==> src/rtl/divide_seq_f32.sv <==
// divide_seq_f32
// Issue/sequencing stage in front of the single-precision divider.
// Operand pairs arrive over a valid/ready stream and wait in a small FIFO.
// The FSM launches each pair into the divider by holding its active-high
// reset for one LAUNCH cycle, waits for rdy, then returns the quotient on a
// valid/ready result stream. Zero denominators bypass the divider. A stuck
// divider is cut off by a timeout that returns a quiet NaN.
//
// Ports
//   clk        rising-edge clock
//   rst        synchronous active-low reset
//   in_valid   request valid
//   in_ready   FIFO not full (registered)
//   in_num     numerator float
//   in_den     denominator float
//   div_rst    active-high reset/launch to the divider (registered)
//   div_num    numerator to the divider (registered, stable through WAIT)
//   div_den    denominator to the divider (registered, stable through WAIT)
//   div_rdy    divider result ready
//   div_quo    divider quotient, valid while div_rdy=1
//   out_valid  result valid
//   out_ready  result consumer ready
//   out_quo    quotient
//   out_dz     divide-by-zero flag for this result
//   out_to     timeout flag for this result
//
// Parameters
//   WIDTH   float width, only 32 is supported
//   DEPTH   input FIFO entries, power of two, >= 2
//   MAXCYC  maximum WAIT cycles before timeout, 2..255
//
// FSM states
//   state    | meaning
//   ---------+-----------------------------------------------------------
//   S_IDLE   | divider held in reset; pop the FIFO head when available
//   S_LAUNCH | operands latched, divider reset held one more cycle
//   S_WAIT   | divider running; count cycles, wait for rdy or timeout
//   S_DONE   | result presented; hold until out_valid && out_ready

module divide_seq_f32 #(
    parameter int WIDTH  = 32,
    parameter int DEPTH  = 2,
    parameter int MAXCYC = 64
) (
    input  logic             clk,
    input  logic             rst,
    input  logic             in_valid,
    output logic             in_ready,
    input  logic [WIDTH-1:0] in_num,
    input  logic [WIDTH-1:0] in_den,
    output logic             div_rst,
    output logic [WIDTH-1:0] div_num,
    output logic [WIDTH-1:0] div_den,
    input  logic             div_rdy,
    input  logic [WIDTH-1:0] div_quo,
    output logic             out_valid,
    input  logic             out_ready,
    output logic [WIDTH-1:0] out_quo,
    output logic             out_dz,
    output logic             out_to
);

    localparam int AW = $clog2(DEPTH);
    localparam int CW = $clog2(DEPTH + 1);
    localparam logic [7:0] CNT_LAST = 8'(MAXCYC - 1);
    localparam logic [WIDTH-1:0] QNAN = 32'h7FC00000;

    typedef enum logic [1:0] {
        S_IDLE,
        S_LAUNCH,
        S_WAIT,
        S_DONE
    } state_t;

    // ---------------------------------------------------------------
    // Input FIFO
    // ---------------------------------------------------------------
    logic [WIDTH-1:0] num_mem [DEPTH];
    logic [WIDTH-1:0] den_mem [DEPTH];
    logic [AW-1:0]    wr_ptr;
    logic [AW-1:0]    rd_ptr;
    logic [CW-1:0]    count;
    logic [CW-1:0]    count_d;
    logic             avail;
    logic             push;
    logic             pop;
    logic [WIDTH-1:0] head_num;
    logic [WIDTH-1:0] head_den;

    assign push     = in_valid && in_ready;
    assign head_num = num_mem[rd_ptr];
    assign head_den = den_mem[rd_ptr];

    always_comb begin
        count_d = count;
        if (push && !pop) begin
            count_d = count + CW'(1);
        end else if (!push && pop) begin
            count_d = count - CW'(1);
        end
    end

    // avail is the registered copy of (count != 0), one cycle behind the
    // count. It can only be stale-high right after a pop, and a pop always
    // leaves IDLE for at least one cycle, so IDLE never pops an empty FIFO.
    always_ff @(posedge clk) begin
        if (!rst) begin
            wr_ptr   <= '0;
            rd_ptr   <= '0;
            count    <= '0;
            in_ready <= 1'b0;
            avail    <= 1'b0;
        end else begin
            if (push) begin
                wr_ptr <= wr_ptr + AW'(1);
            end
            if (pop) begin
                rd_ptr <= rd_ptr + AW'(1);
            end
            count    <= count_d;
            in_ready <= (count_d != CW'(DEPTH));
            avail    <= (count != '0);
        end
    end

    always_ff @(posedge clk) begin
        if (push) begin
            num_mem[wr_ptr] <= in_num;
            den_mem[wr_ptr] <= in_den;
        end
    end

    // ---------------------------------------------------------------
    // Sequencing FSM
    // ---------------------------------------------------------------
    state_t           state;
    state_t           state_d;
    logic [7:0]       cnt;
    logic [7:0]       cnt_d;
    logic             div_rst_d;
    logic [WIDTH-1:0] div_num_d;
    logic [WIDTH-1:0] div_den_d;
    logic             out_valid_d;
    logic [WIDTH-1:0] out_quo_d;
    logic             out_dz_d;
    logic             out_to_d;

    always_comb begin
        state_d     = state;
        cnt_d       = cnt;
        div_rst_d   = div_rst;
        div_num_d   = div_num;
        div_den_d   = div_den;
        out_valid_d = out_valid;
        out_quo_d   = out_quo;
        out_dz_d    = out_dz;
        out_to_d    = out_to;
        pop         = 1'b0;

        case (state)
            S_IDLE: begin
                div_rst_d = 1'b1;
                if (avail) begin
                    pop = 1'b1;
                    // +0.0 and -0.0 both count as zero; the divider is skipped.
                    if (head_den[WIDTH-2:0] == '0) begin
                        out_quo_d   = {head_num[WIDTH-1] ^ head_den[WIDTH-1], 8'hFF, 23'h0};
                        out_dz_d    = 1'b1;
                        out_to_d    = 1'b0;
                        out_valid_d = 1'b1;
                        state_d     = S_DONE;
                    end else begin
                        div_num_d = head_num;
                        div_den_d = head_den;
                        state_d   = S_LAUNCH;
                    end
                end
            end

            S_LAUNCH: begin
                // div_rst is still high during this cycle; it drops for WAIT.
                div_rst_d = 1'b0;
                cnt_d     = '0;
                state_d   = S_WAIT;
            end

            S_WAIT: begin
                cnt_d = cnt + 8'd1;
                if (div_rdy) begin
                    out_quo_d   = div_quo;
                    out_dz_d    = 1'b0;
                    out_to_d    = 1'b0;
                    out_valid_d = 1'b1;
                    div_rst_d   = 1'b1;
                    state_d     = S_DONE;
                end else if (cnt == CNT_LAST) begin
                    out_quo_d   = QNAN;
                    out_dz_d    = 1'b0;
                    out_to_d    = 1'b1;
                    out_valid_d = 1'b1;
                    div_rst_d   = 1'b1;
                    state_d     = S_DONE;
                end
            end

            S_DONE: begin
                div_rst_d = 1'b1;
                if (out_ready) begin
                    out_valid_d = 1'b0;
                    state_d     = S_IDLE;
                end
            end

            default: begin
                state_d = S_IDLE;
            end
        endcase
    end

    always_ff @(posedge clk) begin
        if (!rst) begin
            state     <= S_IDLE;
            cnt       <= '0;
            div_rst   <= 1'b1;
            div_num   <= '0;
            div_den   <= '0;
            out_valid <= 1'b0;
            out_quo   <= '0;
            out_dz    <= 1'b0;
            out_to    <= 1'b0;
        end else begin
            state     <= state_d;
            cnt       <= cnt_d;
            div_rst   <= div_rst_d;
            div_num   <= div_num_d;
            div_den   <= div_den_d;
            out_valid <= out_valid_d;
            out_quo   <= out_quo_d;
            out_dz    <= out_dz_d;
            out_to    <= out_to_d;
        end
    end

endmodule

==> config.mk <==
export PLATFORM = sky130hd
export DESIGN_NAME = divide_seq_f32
export DESIGN_NICKNAME = d
export VERILOG_FILES = /design/src/rtl/divide_seq_f32.sv
export SDC_FILE = /design/constraint.sdc
export NUM_CORES = 1
export LEC_CHECK = 0
export CORE_AREA = 2 2 168 170
export DETAILED_ROUTE_END_ITERATION = 8
export DIE_AREA = 0 0 170 172
export PLACE_DENSITY_LB_ADDON = 0.2
export SLEW_MARGIN = 0
export SYNTH_ARGS = -nofsm -noshare
export SYNTH_HDL_FRONTEND = slang
export SYNTH_SLANG_ARGS = --single-unit
export TNS_END_PERCENT = 20
==> constraint.sdc <==
create_clock -name clk -period 3.9 [get_ports clk]
set_input_delay 0.78 -clock clk [delete_from_list [all_inputs] [get_ports clk]]
set_output_delay 0.78 -clock clk [all_outputs]
set_load 0.005 [all_outputs]
### Signal wires on met2

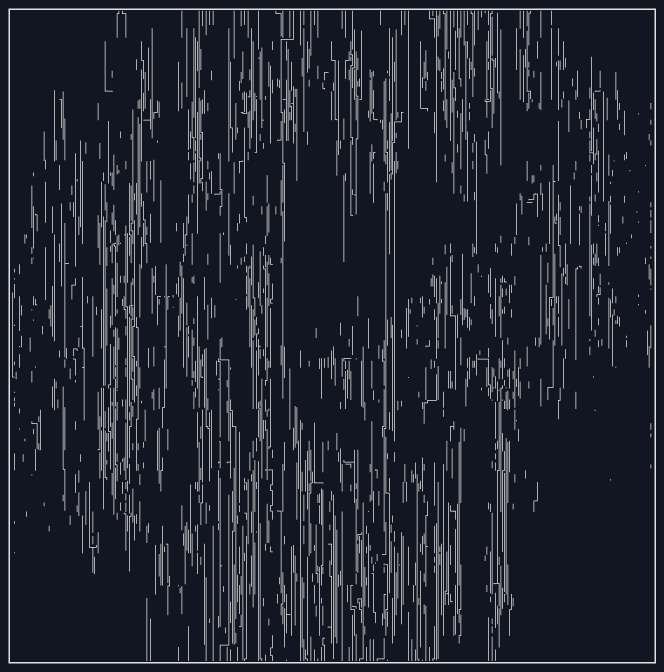
nets with wire on the layer = 866
longest straight run = 73.8 um
wire length on this layer = 10600 um

### Logic cells by family

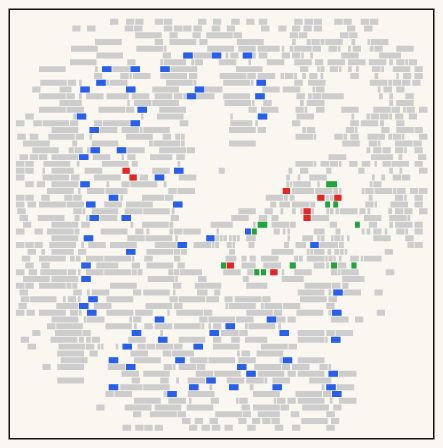
AND-OR and OR-AND gates -> blue  # cells 67, most used o221a_1
XOR/XNOR gates -> red  # cells 9, most used xor2_1
AND and OR gates -> green  # cells 12, most used and2_1
most common logic cell in the routed design: clkdlybuf4s50_1
Finished Layout Cells: 1277
Comb/total area: 24.11%

### Placement density heat map

17 x 17 tiles, from white (low) to dark blue (high), 0 to 100% covered.
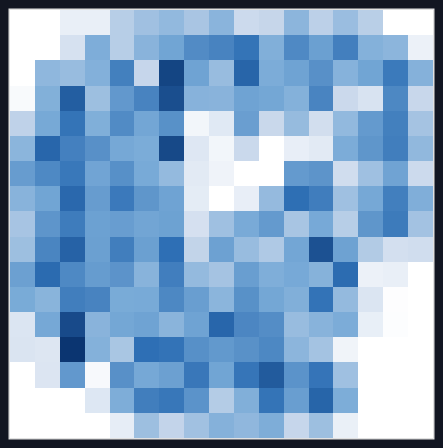
fullest tile = 98%
emptiest ninth of the die = lower right
nearly empty tiles = 13%
mean over tiles = 42%
Core ar.: 27480 um2
final core occ: 46.00%

==> results.cfg <==
; implementation run metrics
[clocking]
root_buffer = clkbuf_16
cts_tree = yes
hold_buffers = 0
cts.sinks = 245
cts_resized = 0
htree_num_levels = 1
cts_buffer_depth = 3
numCtsBuffers = 27
path_clk_slew_ns = 0.06
insertion_delay_ns = 0.53
post_cts_buffers = 0

[detailed_routing]
wl_per_cell_um = 17.72
vias = 6349
wl_met2_um = 10560
wl_met3_um = 1182
ant_nets = 0
drt-met1-wl_um = 10430
vias_per_cell = 4.972
routed_wirelength_um = 22620
drtPass1Iterations = 4
dr.first_iter.drc_count = 348
dr.max_layer_used = met4

[critical_path]
worst-path-buf-inv = 3
crit_arrival_ns = 3.27
start_kind = flip-flop
crit_chain = buf_4 > mux2i_1 > buf_4 > and2_2 > buf_12 > o221a_1
slowest_delay_ns = 0.60
cp-end-kind = flip-flop
r2r_slack_ns = 1.10
rr_endpoint = div_num[27]
crit_path_top_delay_cell = and2_2
critPathTopFamily = buffers and inverters
criticalPathCategory = reg -> reg
cpMostUsedCell = buf_4
critPathRequiredTime_ns = 4.37
rr_worst_depth = 6
cp_max_fo = 37

[finish]
antenna_cells = 1
comb_area_um2 = 3048
final-clk-cell-share_pct = 6.405
comb_cells = 412
fillers = 2477
reg.largest.list = den_mem (64), num_mem (64)
fin_nets = 1018
final_cell_mix = clkdlybuf4s50_1 (200), edfxtp_1 (128), dfxtp_1 (116), nand2_1 (114), mux2i_1 (102)
area_growth_pct = 32.71
nFlopsAndLatches = 245
final_area_um2 = 12640
top_area_cell_class = flip-flops and latches
drive_gt1_share_pct = 7.204
seqAreaFraction_pct = 48.97
nClkBuffers = 36
inv_count = 10
signal_buffers = 214
seq_area_um2 = 6190

[power]
pwr-share-comb_pct = 24.4
swShare_pct = 27.79
peakVddDrop_v = 0.0003204
powerDensity_nw_per_um2 = 592.6
total_power_uw = 7490
p_sw_uw = 2082
pg_clk_uw = 2340
seq_cell_power_uw = 3320
pwr-share-seq_pct = 44.4
p_leak_uw = 0.004345
pwr-share-clk_pct = 31.2
power_combinational_uw = 1830
power_leader = registers
power.internal_uw = 5408

[synthesis]
synth.distinct_cells = 40
topCellsByArea = edfxtp_1 (40%), dfxtp_1 (25%), mux2i_1 (11%)
synthArstFlopShare_pct = 0
ys.flops = 245
syn_area_um2 = 9524
synth_warnings = 0
fp_nets = 827
synth_top_cell_by_count = edfxtp_1
postSynthAreaPerCell_um2 = 13.25
synth.cellmix.compoundShare_pct = 9.827
synth_area_leader_cell = edfxtp_1
edf_count = 128
ys_top_logic_family = multiplexers
common_cells = edfxtp_1 (128), dfxtp_1 (117), nand2_1 (114)
synthAdderAreaFrac_pct = 0.9196
yosys.area_share.simple_pct = 9.314
postSynthSeqShare_pct = 64.95
synth.area.mux_share_pct = 10.72
yosysChipArea_um2 = 9524
synth_top_flop_cell = edfxtp_1
synth.top_cell.area_share_pct = 40.36
netlist_instances = 719
xor_area_share_pct = 0.8276

[timing]
finalClockPeriodUsage_pct = 71.78
setup_viol = 0
finClkSkew_ns = 0.009666
hold_viol = 0
layout_setup_ws_ns = 1.100
maxSlewViolCount = 0
fmax_ghz = 0.3572
tightest_slew_ns = 0.9857
rsz0062_at_grt = no
hold_slack_ns = 0.4565
fin_crit_ns = 2.800
slew_headroom_pct = 34.28
tns_ns = 0

[worst_hold_path]
min_to = out_quo[0]
min-delay-path-class = reg -> reg
min_from = out_quo[0]
holdPathStages = 2

[placed_design]
io_buffers = 201
placed_area_um2 = 11830
placed_cells = 1227
dp_worst_setup_slack_ns = 1.014
hpwl_um = 14330
finalWeightedCongestion = 0.7104

[die]
fp-utilization_pct = 34.66
tap_cells = 346
fp.dieW_um = 170
rows = 61
die_y_um = 172
die_area_um2 = 29240

[job]
log.warning_count = 30
maxCapViolations = 0

[run_status]
status = completed

[grt]
overflow = 0
grt_max_degree = 65
busiest_layer = met2
grt_pass1_vias = 6187
grtUsageMet3_pct = 3.067
antenna_found_initial = 0
grtUsageTotal_pct = 14.89
grt_use_met1_pct = 20.14
grt_pass1_wl_um = 33960
Power figures rest on the tool's default switching activity, not on a simulated workload.
